`config.mk`:
```
export PLATFORM = sky130hd
export DESIGN_NAME = edge_event_arbiter
export DESIGN_NICKNAME = d
export VERILOG_FILES = /design/src/rtl/edge_evt_pkg.sv /design/src/rtl/edge_sync_det.sv /design/src/rtl/edge_event_arbiter.sv
export SDC_FILE = /design/constraint.sdc
export NUM_CORES = 1
export LEC_CHECK = 0
export CAP_MARGIN = 0
export CELL_PAD_IN_SITES_DETAIL_PLACEMENT = 1
export CELL_PAD_IN_SITES_GLOBAL_PLACEMENT = 1
export CORE_ASPECT_RATIO = 1.2
export CORE_MARGIN = 10
export CORE_UTILIZATION = 50
export DETAILED_ROUTE_END_ITERATION = 10
export GPL_TIMING_DRIVEN = 0
export PLACE_DENSITY_LB_ADDON = 0.25
export REMOVE_ABC_BUFFERS = 1
export SLEW_MARGIN = 15
export SYNTH_ARGS = -nofsm -noshare
export SYNTH_HDL_FRONTEND = slang
export SYNTH_SLANG_ARGS = --single-unit
```
`constraint.sdc`:
```
create_clock -name clk_100m -period 3.9 [get_ports clk_100m]
set_clock_uncertainty 0.05 [all_clocks]
set_input_delay 0.585 -clock clk_100m [delete_from_list [all_inputs] [get_ports clk_100m]]
set_output_delay 0.585 -clock clk_100m [all_outputs]
set_load 0.02 [all_outputs]
```
`src/rtl/edge_evt_pkg.sv`:
```
// Shared types and constants for the edge event arbiter.
package edge_evt_pkg;

  localparam int unsigned MAX_CH   = 8;
  localparam int unsigned CH_IDX_W = $clog2(MAX_CH);

  // Edges are masked until the synchronizer has flushed the post-reset level.
  localparam logic [1:0] WARMUP_CYC = 2'd3;

  typedef enum logic {
    StIdle  = 1'b0,
    StOffer = 1'b1
  } evt_state_e;

endpackage

```
`src/rtl/edge_sync_det.sv`:
```
// One channel of input conditioning: 2-FF synchronizer, history FF and registered edge pulses.
// The falling-edge output exists only when EDGE_FALLING_EN is defined.
module edge_sync_det (
  input  logic clk_100m,
  input  logic reset_n,
  input  logic i_sig,
  input  logic i_arm,
`ifdef EDGE_FALLING_EN
  output logic o_fall,
`endif
  output logic o_rise
);

  logic r_sync1;
  logic r_sync2;
  logic r_hist;
  logic r_rise;
`ifdef EDGE_FALLING_EN
  logic r_fall;
`endif

  always_ff @(posedge clk_100m or negedge reset_n) begin
    if (!reset_n) begin
      r_sync1 <= 1'b0;
      r_sync2 <= 1'b0;
      r_hist  <= 1'b0;
      r_rise  <= 1'b0;
`ifdef EDGE_FALLING_EN
      r_fall  <= 1'b0;
`endif
    end else begin
      r_sync1 <= i_sig;
      r_sync2 <= r_sync1;
      r_hist  <= r_sync2;
      r_rise  <= i_arm & r_sync2 & ~r_hist;
`ifdef EDGE_FALLING_EN
      r_fall  <= i_arm & ~r_sync2 & r_hist;
`endif
    end
  end

  assign o_rise = r_rise;
`ifdef EDGE_FALLING_EN
  assign o_fall = r_fall;
`endif

endmodule

```
`src/rtl/edge_event_arbiter.sv`:
```
// Timestamps edges on N_CH async pulse lines and offers them one at a time, round-robin,
// over a valid/ready port. Define EDGE_FALLING_EN to also report falling edges.
module edge_event_arbiter
  import edge_evt_pkg::*;
#(
  parameter int unsigned N_CH = 4,
  parameter int unsigned TS_W = 32
) (
  input  logic                clk_100m,
  input  logic                reset_n,
  input  logic [N_CH-1:0]     sig,
  input  logic [N_CH-1:0]     ch_en,
  output logic                evt_valid,
  input  logic                evt_ready,
  output logic [CH_IDX_W-1:0] evt_ch,
  output logic                evt_pol,
  output logic [TS_W-1:0]     evt_ts,
  output logic [N_CH-1:0]     ovf,
  input  logic [N_CH-1:0]     ovf_clr
);

`ifdef EDGE_FALLING_EN
  localparam int unsigned POLS = 2;
`else
  localparam int unsigned POLS = 1;
`endif
  // Requester j belongs to channel j/POLS; with falling edges, even j is rising, odd j falling.
  localparam int unsigned N_REQ = N_CH * POLS;
  localparam int unsigned REQ_W = $clog2(N_REQ);
  localparam logic [REQ_W-1:0] LAST_REQ = REQ_W'(N_REQ - 1);

  evt_state_e          r_state;
  logic [1:0]          r_warm;
  logic                w_arm;
  logic [TS_W-1:0]     r_cnt;
  logic [N_REQ-1:0]    r_pend;
  logic [TS_W-1:0]     r_ts [N_REQ];
  logic [N_REQ-1:0]    w_edge, w_en_req, w_hit, w_req, w_offered, w_clr, w_ovf_req;
  logic [N_CH-1:0]     w_ovf_set, r_ovf;
  logic [REQ_W-1:0]    r_rr, r_sel, w_gnt, w_gnt_nxt;
  logic                w_any, w_gnt_pol;
  logic [CH_IDX_W-1:0] w_gnt_ch, r_ch;
  logic                r_valid, r_pol;
  logic [TS_W-1:0]     r_evt_ts;

  assign w_arm = (r_warm == WARMUP_CYC);

  for (genvar c = 0; c < N_CH; c++) begin : g_ch
`ifdef EDGE_FALLING_EN
    edge_sync_det u_det (
      .clk_100m (clk_100m),
      .reset_n  (reset_n),
      .i_sig    (sig[c]),
      .i_arm    (w_arm),
      .o_fall   (w_edge[2*c+1]),
      .o_rise   (w_edge[2*c])
    );
`else
    edge_sync_det u_det (
      .clk_100m (clk_100m),
      .reset_n  (reset_n),
      .i_sig    (sig[c]),
      .i_arm    (w_arm),
      .o_rise   (w_edge[c])
    );
`endif
  end

  always_comb begin
    w_en_req  = '0;
    w_offered = '0;
    w_clr     = '0;
    w_ovf_set = '0;
    for (int unsigned j = 0; j < N_REQ; j++) begin
      w_en_req[j]  = ch_en[j / POLS];
      w_offered[j] = (r_state == StOffer) && (r_sel == REQ_W'(j));
      w_clr[j]     = w_offered[j] && evt_ready;
    end
    w_hit     = w_edge & w_en_req;
    w_req     = r_pend & w_en_req;
    w_ovf_req = w_hit & r_pend & ~w_clr;
    for (int unsigned j = 0; j < N_REQ; j++) begin
      w_ovf_set[j / POLS] = w_ovf_set[j / POLS] | w_ovf_req[j];
    end
  end

  // Round-robin: first pending requester at or above r_rr, wrapping.
  always_comb begin
    int unsigned v_idx;
    logic [REQ_W-1:0] v_cand;
    w_any  = 1'b0;
    w_gnt  = '0;
    v_idx  = 0;
    v_cand = '0;
    for (int unsigned k = 0; k < N_REQ; k++) begin
      v_idx = 32'(r_rr) + k;
      if (v_idx >= N_REQ) v_idx = v_idx - N_REQ;
      v_cand = REQ_W'(v_idx);
      if (!w_any && w_req[v_cand]) begin
        w_any = 1'b1;
        w_gnt = v_cand;
      end
    end
  end

  assign w_gnt_nxt = (w_gnt == LAST_REQ) ? '0 : w_gnt + 1'b1;
  assign w_gnt_ch  = CH_IDX_W'(w_gnt / POLS);
`ifdef EDGE_FALLING_EN
  assign w_gnt_pol = ~w_gnt[0];
`else
  assign w_gnt_pol = 1'b1;
`endif

  always_ff @(posedge clk_100m or negedge reset_n) begin
    if (!reset_n) begin
      r_cnt  <= '0;
      r_warm <= '0;
      r_pend <= '0;
      r_ovf  <= '0;
      for (int unsigned j = 0; j < N_REQ; j++) r_ts[j] <= '0;
    end else begin
      r_cnt <= r_cnt + 1'b1;
      if (!w_arm) r_warm <= r_warm + 1'b1;
      r_ovf <= (r_ovf | w_ovf_set) & ~ovf_clr;
      for (int unsigned j = 0; j < N_REQ; j++) begin
        if (!w_en_req[j] && !w_offered[j]) begin
          r_pend[j] <= 1'b0;
        end else if (w_hit[j]) begin
          r_pend[j] <= 1'b1;
          // An overflowing edge keeps the first timestamp; a same-cycle accept frees the slot.
          if (!r_pend[j] || w_clr[j]) r_ts[j] <= r_cnt;
        end else if (w_clr[j]) begin
          r_pend[j] <= 1'b0;
        end
      end
    end
  end

  always_ff @(posedge clk_100m or negedge reset_n) begin
    if (!reset_n) begin
      r_state  <= StIdle;
      r_rr     <= '0;
      r_sel    <= '0;
      r_valid  <= 1'b0;
      r_ch     <= '0;
      r_pol    <= 1'b0;
      r_evt_ts <= '0;
    end else begin
      unique case (r_state)
        StIdle: begin
          if (w_any) begin
            r_state  <= StOffer;
            r_valid  <= 1'b1;
            r_sel    <= w_gnt;
            r_rr     <= w_gnt_nxt;
            r_ch     <= w_gnt_ch;
            r_pol    <= w_gnt_pol;
            r_evt_ts <= r_ts[w_gnt];
          end
        end
        StOffer: begin
          if (evt_ready) begin
            r_state <= StIdle;
            r_valid <= 1'b0;
          end
        end
      endcase
    end
  end

  assign evt_valid = r_valid;
  assign evt_ch    = r_ch;
  assign evt_pol   = r_pol;
  assign evt_ts    = r_evt_ts;
  assign ovf       = r_ovf;

endmodule
```
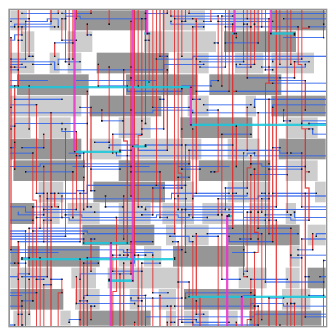
Run 1: layout detail
Region (53, 66) to (93, 106) microns. Cells in gray, sequential cells in the stronger gray; small squares are vias.
met2: shown in red. met3: shown in cyan. met1: shown in blue. met4: shown in magenta.
78 logic cells have their middle in the window. Netlist names of flops here include r_ts (14), r_cnt (7), evt_ts (3). Most frequent: dfrtp_1 (24), mux2_2 (11), xnor2_1 (5). Sequential cells in the window: 24.

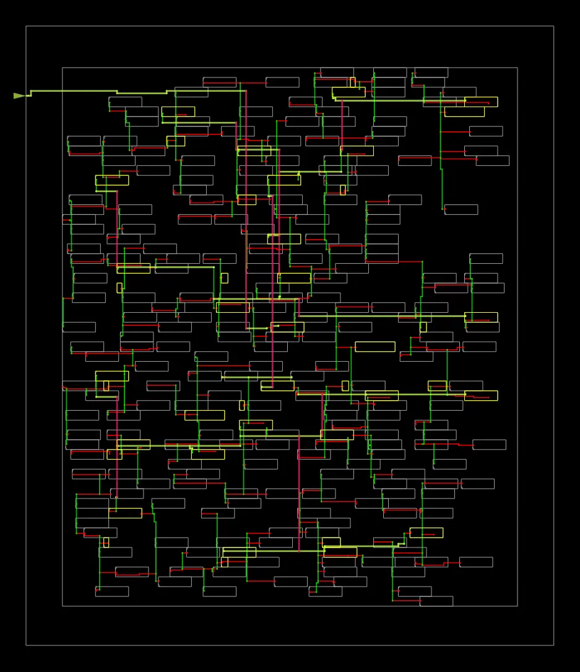
Run 1: clock routing
Latency at later pin: 0.52 ns
clock group total power: 2.37 mW
clock buf count: 35
Inserted Clock Buffers: 24

==> impl_metrics.json, run 1 <==
{
  "drcViolationCount": 0,
  "max_slew_margin": 0.496,
  "ant_nets": 0,
  "cp_max_fo": 46,
  "min_path_type": "in2async",
  "post-route-min-period_ns": 3.29,
  "cts_num_sinks": 225,
  "fin_area_sq_mm": 0.0114,
  "inv_count": 6,
  "antenna_found_initial": 0,
  "nMultiInputCombCells": 453,
  "utilization": 0.604,
  "worstSetupPathType": "in2reg",
  "die_x_microns": 147,
  "yosysWarnings": 0,
  "cts_resized": 0,
  "initial_utilization": 0.509,
  "seq_share": 0.493,
  "tightest_slew_ns": 0.756,
  "drt-vias-per-instance": 5.88,
  "syn_to_final_growth_pct": 18.6,
  "dr.first_iter.drc_count": 238,
  "clkCellAreaFrac": 0.0721,
  "r2r-end": "evt_ts[1]",
  "synth.distinct_cells": 51,
  "synth_cells": 736,
  "ys_seq_share": 0.584,
  "postSynthAreaPerCell_sq_um": 13.1,
  "synth_chip_area_sq_mm": 0.00963,
  "die.size.y_microns": 172,
  "ir_drop_uv": 383,
  "cts_tree": "yes",
  "p_per_area_mw_per_mm2": 597,
  "grt_pass1_wl_microns": 40400,
  "worstPathArrival_ns": 3.60,
  "worstSetupStartpoint": "ch_en[2]",
  "cts_root_buffer": "clkbuf_16",
  "flop_cell": "dfrtp_1",
  "h-tree-depth": 1,
  "final-max-slew-violation-count": 0,
  "globalRouteTotalUtil": 0.199,
  "clock_path_buffers": 3,
  "fmax_mhz": 304,
  "outcome": "finished with violations",
  "layout_setup_ws_ns": 0.607,
  "port_buffers": 54,
  "violations": "negative hold slack",
  "drive_gt1_frac": 0.263,
  "grt_pass1_vias": 7203,
  "dominant_cells": "registers",
  "post-route-period-util": 0.844,
  "place_congestion": 0.756,
  "async_flop_share": 1.00,
  "clkTransAtPathRegs_ns": 0.06,
  "post_dp_cell_area_sq_mm": 0.0106,
  "worstRegToRegCells": 6,
  "nets": 794,
  "whs_ns": -0.0158,
  "grt-ovfl-total": 0,
  "flop_area_sq_mm": 0.00563,
  "critPathLaunchType": "primary input",
  "seq_cells": 225,
  "leakagePower_nw": 5.30,
  "synth-edff-count": 0,
  "num_rows": 55,
  "cts_setup_buffers": 0,
  "combGateArea_sq_mm": 0.00379,
  "wl_per_cell_microns": 23.8,
  "firstDrtPassIters": 4,
  "hold_viol": 6,
  "n_all_buffers": 67,
  "nFillCells": 1798,
  "core_region_area_sq_mm": 0.0189,
  "io_pins": 56,
  "dp_hpwl_microns": 15300,
  "ys.flops": 225,
  "ys_cells": 736,
  "chipArea_sq_mm": 0.0252,
  "openroad.warnings": 25,
  "cts_hold_buf": 0,
  "antenna_cells": 0,
  "critPathRequiredTime_ns": 4.20,
  "rr_startpoint": "r_pend[1]",
  "tap_cells": 256,
  "cap_violations": 0,
  "worstSetupEndpointType": "flip-flop",
  "dr_total_vias": 6175,
  "rsz0062_at_grt": "no",
  "buffer_area_frac": 0.0736
}
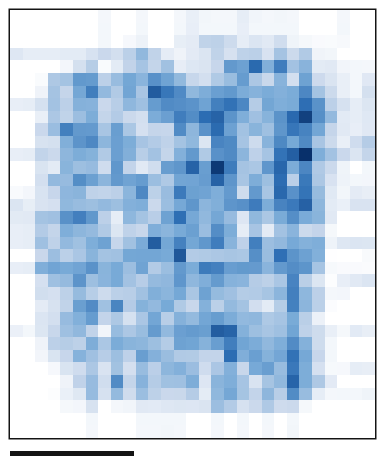
Run 1: signal metal coverage by tile
Scale bar: 50 microns. 29 x 34 tiles, from white (low) to dark blue (high), scaled to the fullest tile. Values are wire area over tile area, all layers added.
The mean over all tiles is 0.15. 17% of the tiles are nearly empty. 19% of the tiles are over half the peak. The emptiest ninth of the die: south-west. The fullest tile reaches 0.53.

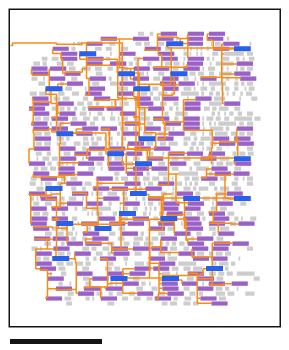
Run 1: clock distribution
Scale bar: 50 microns.
cells driving clock nets: shown in blue, count 24. flip-flops: shown in purple, count 225. clock wires: shown in orange, length 2750 microns.
There are 25 routed clock nets. Position of the flops: spread over the die.

run 1: power by group:
| group | switching [mW] | internal [mW] | leakage [nW] | total [mW] |
|---|---|---|---|---|
| sequential | 0.205 | 2.61 | 2.93 | 2.81 |
| clock | 0.923 | 1.45 | 0.408 | 2.37 |
| combinational | 0.940 | 0.694 | 1.96 | 1.63 |
| total | 2.07 | 4.75 | 5.30 | 6.82 |
run 1: flip-flops by register name (all words and copies together) (netlist names):
name	count
r_ts	128
evt_ts	32
r_cnt	32
g_ch.u_det.o_rise	4
g_ch.u_det.r_hist	4
g_ch.u_det.r_sync1	4
g_ch.u_det.r_sync2	4
ovf	4
r_pend	4
r_rr	2
r_sel	2
r_warm	2
evt_pol	1
evt_valid	1
r_state	1
run 1: critical path: stages:
cell and delay (ns):
clkdlybuf4s50_1 0.62, nand2_2 0.19, o311ai_4 0.67, nand2_4 0.40
buf_16 0.34, a2111oi_0 0.61, a211oi_1 0.14
run 1: cells in the mapped netlist (all sizes together) (5+ instances only):
cell type,instances,area share
a31oi,5,0.0039
nand3,11,0.0057
a211oi,32,0.025
and3,38,0.025
nand4,10,0.0065
dfrtp,225,0.58
clkbuf,26,0.011
inv,6,0.0023
o21ai,8,0.0042
mux2i,31,0.032
nor2,59,0.023
buf,26,0.016
xor2,9,0.0082
a2111oi,31,0.039
xnor2,23,0.021
mux2,129,0.15
nand2,32,0.013
run 1: cell families after synthesis:
group | synth area share
flip-flops | 0.584
AND/OR/NAND/NOR | 0.0835
multiplexers | 0.183
AND-OR/OR-AND | 0.0883
buffers and inverters | 0.0286
XOR/XNOR | 0.0291
adder cells (fa/ha/maj) | 0.00260
other | 0.000389
run 1: layout by cell type (no fill, tap or decap), types with 2 or more instances in the layout:
| master | Yosys | routed |
|---|---|---|
| a21boi_0 | 3 | 3 |
| xnor2_1 | 23 | 23 |
| nor2_1 | 59 | 56 |
| buf_12 | 0 | 5 |
| nand2_1 | 31 | 30 |
| and2_1 | 2 | 2 |
| dfrtp_1 | 225 | 225 |
| a211oi_1 | 32 | 32 |
| o21ai_0 | 6 | 6 |
| nand3_1 | 11 | 11 |
| a2111oi_2 | 16 | 16 |
| buf_16 | 0 | 6 |
| mux2i_1 | 31 | 31 |
| a31oi_1 | 4 | 4 |
| ha_1 | 2 | 2 |
| clkbuf_8 | 0 | 4 |
| nor3_1 | 3 | 3 |
| o21a_1 | 4 | 4 |
| nor2_4 | 0 | 3 |
| a2111oi_0 | 15 | 15 |
| clkbuf_16 | 0 | 25 |
| clkinv_2 | 0 | 4 |
| buf_8 | 0 | 3 |
| bufinv_16 | 0 | 3 |
| and3_1 | 38 | 37 |
| clkdlybuf4s50_1 | 0 | 53 |
| clkbuf_1 | 24 | 6 |
| nand4_1 | 10 | 10 |
| mux2_2 | 128 | 128 |
| and3b_1 | 2 | 2 |
| xor2_1 | 9 | 9 |
| inv_1 | 6 | 6 |
run 1: per-layer routing:
layer | GRT usage | part of all wire
met1 | 0.231 | 0.41
met2 | 0.366 | 0.53
met3 | 0.0306 | 0.032
met4 | 0.0710 | 0.026
met5 | 0 | 0
==> run 2, diff against run 1 <==
- CORE_UTILIZATION: 50 -> 44
- clock period: 3.9 -> 2.8 ns (I/O delays scaled with it)
==> impl_metrics.json, run 2 <==
{
  "core_region_area_sq_mm": 0.0216,
  "final-max-slew-violation-count": 0,
  "num_rows": 59,
  "slowest_stage": "clkdlybuf4s50_1",
  "crit_buf_inv": 2,
  "cp_max_fo": 48,
  "clock_path_buffers": 3,
  "dr.first_iter.drc_count": 295,
  "post-route-period-util": 0.943,
  "antenna_cells": 0,
  "worstSetupEndpointType": "flip-flop",
  "grt_pass1_vias": 7041,
  "place_congestion": 0.735,
  "top_area_cell": "dfrtp_1",
  "min_path_type": "in2reg",
  "openroad.warnings": 27,
  "ir_drop_uv": 637,
  "wl_per_cell_microns": 22.5,
  "nFillCells": 2133,
  "max_slew_margin": 0.493,
  "h-tree-depth": 1,
  "flop_cell": "dfrtp_1",
  "switching_power_mw": 2.83,
  "power_frac_clock": 0.342,
  "dp_hpwl_microns": 15300,
  "p_per_area_mw_per_mm2": 819,
  "top_register": "r_ts",
  "cap_violations": 0,
  "grt_max_degree": 105,
  "synth_cells": 736,
  "cts_buffers": 24,
  "grt-ovfl-total": 0,
  "ys_cells": 736,
  "synth_chip_area_sq_mm": 0.00963,
  "port_buffers": 54,
  "synth_top_area_share": 0.584,
  "outcome": "complete, no violations",
  "firstDrtPassIters": 4,
  "io_pins": 56,
  "dr_total_vias": 6101,
  "drt-vias-per-instance": 5.71,
  "nets": 796,
  "die_x_microns": 155,
  "pwr-share-seq": 0.416,
  "clkTransAtPathRegs_ns": 0.06,
  "synth.distinct_cells": 51,
  "synth.most_common_cell": "dfrtp_1",
  "rsz0062_at_grt": "no",
  "drive_gt1_frac": 0.263,
  "drcViolationCount": 0,
  "post-route-min-period_ns": 2.64,
  "ys.flops": 225,
  "worstPathArrival_ns": 2.96,
  "syn_to_final_growth_pct": 19.3,
  "antenna_found_initial": 0,
  "async_flop_share": 1.00,
  "layout_top_cell": "dfrtp_1",
  "intPower_mw": 6.58,
  "top_cells_by_area": "dfrtp_1 58%, mux2_2 15%, mux2i_1 3.2%",
  "die.size.y_microns": 182,
  "tightest_slew_ns": 0.761,
  "leakagePower_nw": 5.31,
  "slowest_delay_ns": 0.52,
  "lay_top_cells": "225 x dfrtp_1, 128 x mux2_2, 56 x nor2_1",
  "synth-edff-count": 0,
  "cts_root_buffer": "clkbuf_16",
  "ys_seq_share": 0.584,
  "switching_share": 0.301,
  "initial_utilization": 0.445,
  "hold_viol": 0,
  "pwr-share-comb": 0.242,
  "fmax_mhz": 379,
  "whs_ns": 0.299,
  "yosysWarnings": 0,
  "critPathLaunchType": "primary input",
  "ant_nets": 0,
  "critPathRequiredTime_ns": 3.12,
  "grt_pass1_wl_microns": 39400,
  "globalRouteTotalUtil": 0.172,
  "clk_latency_ns": 0.51,
  "chipArea_sq_mm": 0.0282,
  "fin_area_sq_mm": 0.0115,
  "cts_tree": "yes"
}
## run 2: netlist changes by cell type in the layout (fill, tap and decap cells not counted), moves of 2 or more
cell | previous run | this run
a2111oi_0 | 15 | 10
a2111oi_1 | 0 | 5
buf_16 | 6 | 9
buf_12 | 5 | 3
clkbuf_8 | 4 | 6
clkinv_2 | 4 | 2
## run 2: final timing paths
kind / start / endpoint / slack, ns / depth (start not counted)
max: ch_en[0] / evt_ts[6] / 0.16 / 7
min: sig[2] / g_ch[2].u_det.r_sync1 / 0.30 / 1
max reg2reg: r_pend[1] / evt_ts[6] / 0.21 / 6
min reg2reg: g_ch[2].u_det.r_sync1 / g_ch[2].u_det.r_sync2 / 0.30 / 0
max in group asynchronous: reset_n / r_sel[1] / 1.44 / 3
min in group asynchronous: reset_n / evt_ts[25] / 0.38 / 2
## run 2: cell type report
cell class,instances,area [sq um],area share
repair buffers,69,893,0.0777
clock inverters,5,77.6,0.00675
inverters,6,22.5,0.00196
well taps,274,343,0.0298
multi-input cells,453,3800,0.330
clock buffers,37,731,0.0636
flip-flops and latches,225,5630,0.490
## run 2: power groups by stage
stage	clock [mW]	combinational (mW)	sequential [mW]
after floorplan	0	0.846	4.20
after global placement	0	2.12	3.95
after detailed placement	0	2.31	3.97
after CTS	3.29	2.32	3.91
after global routing	3.47	2.47	3.96
final	3.22	2.28	3.91
## run 2: repair_timing
action	4_1_cts	5_1_grt
buffers inserted	0	0
endpoints found under the hold margin	53	0
hold buffers	1	0
endpoints found under the setup margin	0	5
gates resized	0	5
## run 2: worst register-to-register path, stage by stage (launching register included)
cell and delay (ns):
dfrtp_1 0.43, and2_4 0.22, o311ai_4 0.46, nand2_4 0.31, buf_16 0.32, a2111oi_0 0.55, a211oi_1 0.11
## run 2: metal layers
layer  track usage  vias up  part of all wire
met5             0        -                 0
met4        0.0412        0             0.016
met3        0.0282       31             0.036
met2         0.305       83              0.53
met1         0.213     3240              0.42
li1              -     2747                 -
## run 2: logic make-up after synthesis
kind of cell / share of synthesized area
compound gates: 0.0883
buf+inv: 0.0286
flops: 0.584
other cells: 0.000389
mux: 0.183
xor+xnor: 0.0291
fa+ha+maj: 0.00260
simple gates: 0.0835
## run 2: metrics by stage
stage                     utilization  setup WS [ns]  total power [mW]  TNS [ns]
after CTS                       0.531         0.0857              9.53         0
final                           0.531          0.159              9.41         0
after floorplan                     -          -1.23              5.05    -42.42
after global placement          0.475          -7.66              6.07  -2092.14
after detailed placement        0.493         -0.452              6.28     -9.40
after global routing            0.531         0.0122              9.90         0
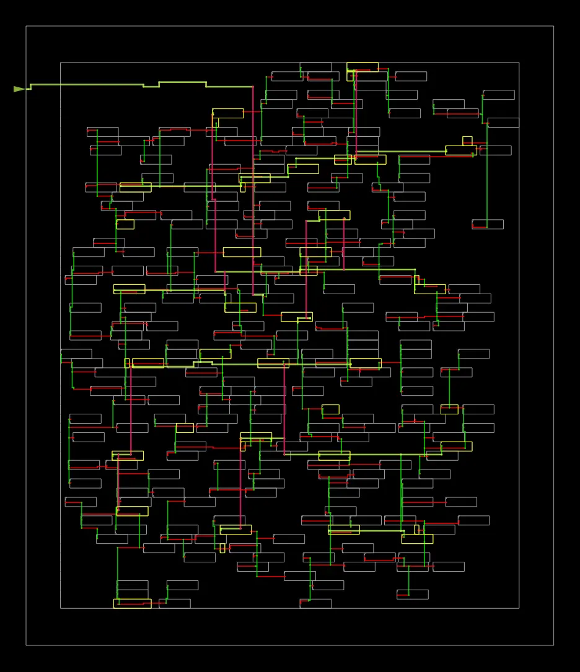
Run 2: clock routing
Num Clock Sinks: 225
FFs & Latches: 225
clock group total power: 3.22 mW

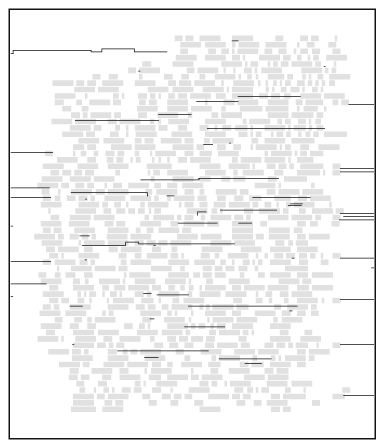
Run 2: metal 3
Cells faint in the background.
The layer carries 858 microns of wire. 33 nets have wire on it. The longest straight run is 49.9 microns. The layer holds 3.6% of the routed length. The wires run mostly horizontal.

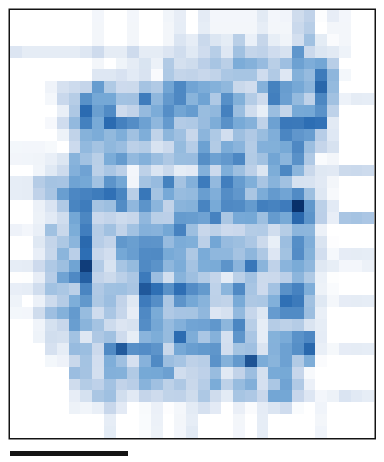
Run 2: signal metal coverage by tile
Scale bar: 50 microns. 31 x 36 tiles, from white (low) to dark blue (high), scaled to the fullest tile. Values are wire area over tile area, all layers added.
The emptiest ninth of the die: north-west. The densest ninth of the die: center. The fullest tile reaches 0.49. The mean over all tiles is 0.13. 17% of the tiles are over half the peak.

No activity file was given, so power comes from the tool's default toggle rates.
